[src/rtl/seq_detect_param.sv]
// ---------------------------------------------------------------------------
// seq_detect_param
//   Runtime-programmable serial bit-pattern detector. A pattern of 1..MAX_LEN
//   bits is compared against the most recent valid bits of a serial stream.
//   Overlapping or non-overlapping detection is selectable at run time.
//
// Ports
//   clk          : clock, all state updates on the rising edge
//   reset        : asynchronous active-high reset, restores default config
//   cfg_load     : latch cfg_pattern/cfg_len/cfg_overlap and clear all state
//   cfg_pattern  : pattern, bit [len-1] is the first bit received
//   cfg_len      : pattern length (values above MAX_LEN clamp to MAX_LEN,
//                  0 disables detection)
//   cfg_overlap  : 1 = overlapping, 0 = non-overlapping
//   in_valid     : qualifies inbits
//   inbits       : serial data bit
//   detect       : registered one-cycle match pulse
//   match_count  : saturating count of matches since reset or cfg_load
//
// Handshake: in_valid has no back-pressure; a bit is consumed on every rising
// edge where in_valid=1 and cfg_load=0. cfg_load wins over in_valid and the
// bit offered in that cycle is dropped.
// ---------------------------------------------------------------------------
module seq_detect_param #(
   parameter int                 MAX_LEN     = 8,
   parameter int                 LEN_W       = 4,
   parameter int                 CNT_W       = 8,
   parameter logic [MAX_LEN-1:0] DEF_PATTERN = 8'b0000_1011,
   parameter int                 DEF_LEN     = 4,
   parameter bit                 DEF_OVERLAP = 1'b1
) (
   input  logic               clk,
   input  logic               reset,
   input  logic               cfg_load,
   input  logic [MAX_LEN-1:0] cfg_pattern,
   input  logic [LEN_W-1:0]   cfg_len,
   input  logic               cfg_overlap,
   input  logic               in_valid,
   input  logic               inbits,
   output logic               detect,
   output logic [CNT_W-1:0]   match_count
);

   localparam logic [LEN_W-1:0] MAX_LEN_L = LEN_W'(MAX_LEN);

   logic [MAX_LEN-1:0] r_pattern;
   logic [LEN_W-1:0]   r_len;
   logic               r_overlap;
   logic [MAX_LEN-1:0] r_hist;
   logic [LEN_W-1:0]   r_fill;
   logic               r_detect;
   logic [CNT_W-1:0]   r_count;

   logic [MAX_LEN-1:0] w_hist_next;
   logic [LEN_W-1:0]   w_fill_inc;
   logic [MAX_LEN-1:0] w_mask;
   logic [LEN_W-1:0]   w_len_clamped;
   logic               w_match;
   logic               w_cnt_sat;

   assign w_hist_next   = {r_hist[MAX_LEN-2:0], inbits};
   assign w_fill_inc    = (r_fill >= MAX_LEN_L) ? r_fill : r_fill + LEN_W'(1);
   assign w_len_clamped = (cfg_len > MAX_LEN_L) ? MAX_LEN_L : cfg_len;
   assign w_cnt_sat     = &r_count;

   // Only the low r_len bits of history and pattern take part in the compare.
   always_comb begin
      w_mask = '0;
      for (int i = 0; i < MAX_LEN; i++) begin
         w_mask[i] = (i < int'(r_len));
      end
   end

   // Match is judged on the history after the new bit is shifted in; fill
   // guarantees every compared bit arrived since the last clear.
   assign w_match = (r_len != '0) &&
                    (w_fill_inc >= r_len) &&
                    (((w_hist_next ^ r_pattern) & w_mask) == '0);

   always_ff @(posedge clk or posedge reset) begin
      if (reset) begin
         r_pattern <= DEF_PATTERN;
         r_len     <= LEN_W'(DEF_LEN);
         r_overlap <= DEF_OVERLAP;
         r_hist    <= '0;
         r_fill    <= '0;
         r_detect  <= 1'b0;
         r_count   <= '0;
      end else if (cfg_load) begin
         r_pattern <= cfg_pattern;
         r_len     <= w_len_clamped;
         r_overlap <= cfg_overlap;
         r_hist    <= '0;
         r_fill    <= '0;
         r_detect  <= 1'b0;
         r_count   <= '0;
      end else if (in_valid) begin
         r_hist   <= w_hist_next;
         r_detect <= w_match;
         if (w_match) begin
            if (!w_cnt_sat) begin
               r_count <= r_count + CNT_W'(1);
            end
            // Non-overlapping: the next match must be built from fresh bits.
            r_fill <= r_overlap ? w_fill_inc : '0;
         end else begin
            r_fill <= w_fill_inc;
         end
      end else begin
         r_detect <= 1'b0;
      end
   end

   assign detect      = r_detect;
   assign match_count = r_count;

endmodule

[config.mk]
export PLATFORM = sky130hd
export DESIGN_NAME = seq_detect_param
export DESIGN_NICKNAME = d
export VERILOG_FILES = /design/src/rtl/seq_detect_param.sv
export SDC_FILE = /design/constraint.sdc
export NUM_CORES = 1
export LEC_CHECK = 0
export CAP_MARGIN = 20
export CORE_ASPECT_RATIO = 0.75
export CORE_MARGIN = 2
export CORE_UTILIZATION = 28
export CTS_CLUSTER_SIZE = 40
export DETAILED_ROUTE_END_ITERATION = 8
export GPL_ROUTABILITY_DRIVEN = 0
export HOLD_SLACK_MARGIN = 0.08
export PLACE_DENSITY = 0.56
export SLEW_MARGIN = 20
export SYNTH_ARGS = -nofsm -noshare
export SYNTH_HDL_FRONTEND = slang
export SYNTH_SLANG_ARGS = --single-unit
[constraint.sdc]
create_clock -name clk -period 2.3 [get_ports clk]
set_input_delay 0.46 -clock clk [delete_from_list [all_inputs] [get_ports clk]]
set_output_delay 0.46 -clock clk [all_outputs]
set_load 0.02 [all_outputs]
==> images/sizing.png <==
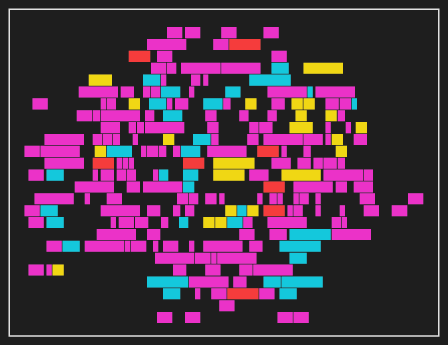
- cyan: x2 (cells 31; share 14%)
- yellow: x3 and x4 (cells 22; share 9.9%)
- red: x6 and larger (cells 8; share 3.6%)
- magenta: x1 and smaller (cells 161; share 73%)

==> Changelog: implementation <==
## Implementation

- Final setup violation count: 5
- Post-placement cell count: 294
- Met1 Wirelength: approximately 2200 um
- Post-synth top area cell: dfrtp_1
- Area growth, synth to finish: 35.35%
- First-pass GRT wire length: 7231 um
- FP Util: 29.26%
- First DRT Iteration DRCs: 83
- Core area: 6350 um2
- Simple-Gate Fraction of Synth Area: 17.37%
- Clock power share: 32.7%
- Flop count: 33
- Layout fillers: 635
- RR Endpoint: match_count[2]
- Worst r2r src: r_fill[0]
- Worst hold path endpoint: r_pattern[7]
- Ys flop type: dfrtp_1
- CTS Sinks: 33
- PwrDens: 551.7 nW/um2
- Top cells excl fill/tap: 28 x dfrtp_1, 26 x clkdlybuf4s50_1, 15 x buf_4
- Final worst slack: -0.02647 ns
- Met3 Use GR: 3.289%
- Final worst-path cycle share: 101.2%
- NetSw: between 0.0003 and 0.0004 W
- Failing checks: negative setup slack
- Endpoints failing hold: 0
- Total power: 0.001387 W
- Comb area share: 41.24%
- Chip height: between 70 and 80 um
- Cell count after synthesis: 178
- Status: finished, violations left
- Met2 Usage GRT: between 10% and 20%
- R2R Setup Slk: -0.03 ns
- Met3 wire length: 136 um
- Tmin final: 2.326 ns
- Setup crit end kind: flop
- Clock-cell share of area: about 3.7%
- PostCTS Resize Cnt: 13
- #MultiIn Comb: 128
==> images/congestion_map.png <==
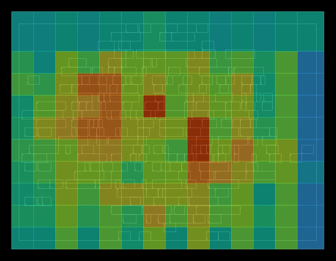
global-route layer with the greatest usage: met2
overall global routing resource usage: 12.64%
WL per Instance: 13.74 um

-- worst max-delay path, cell delays in order, from the launching register on --
cell      delay (ns)
dfrtp_1         0.39
buf_4           0.15
xor2_1          0.14
ha_1            0.26
nand2b_1        0.17
a2111o_1        0.49
o221a_4         0.17
nand4_1         0.13
mux2_4          0.31
-- power by group through the flow --
stage | Sequential [W] | Clock (W) | Combinational [W]
floorplan | 0.000645 | 0 | 0.000153
global placement | 0.000650 | 0 | 0.000255
detailed placement | 0.000649 | 0 | 0.000258
CTS | 0.000640 | 0.000472 | 0.000291
global route | 0.000644 | 0.000503 | 0.000325
finish | 0.000640 | 0.000453 | 0.000294
-- flip-flops by register name (all words and copies together), names as in the netlist --
register / flops
r_hist: 7
r_pattern: 8
match_count: 8
r_fill: 4
r_len: 4
detect: 1
r_overlap: 1
Power and IR drop assume default switching activity.
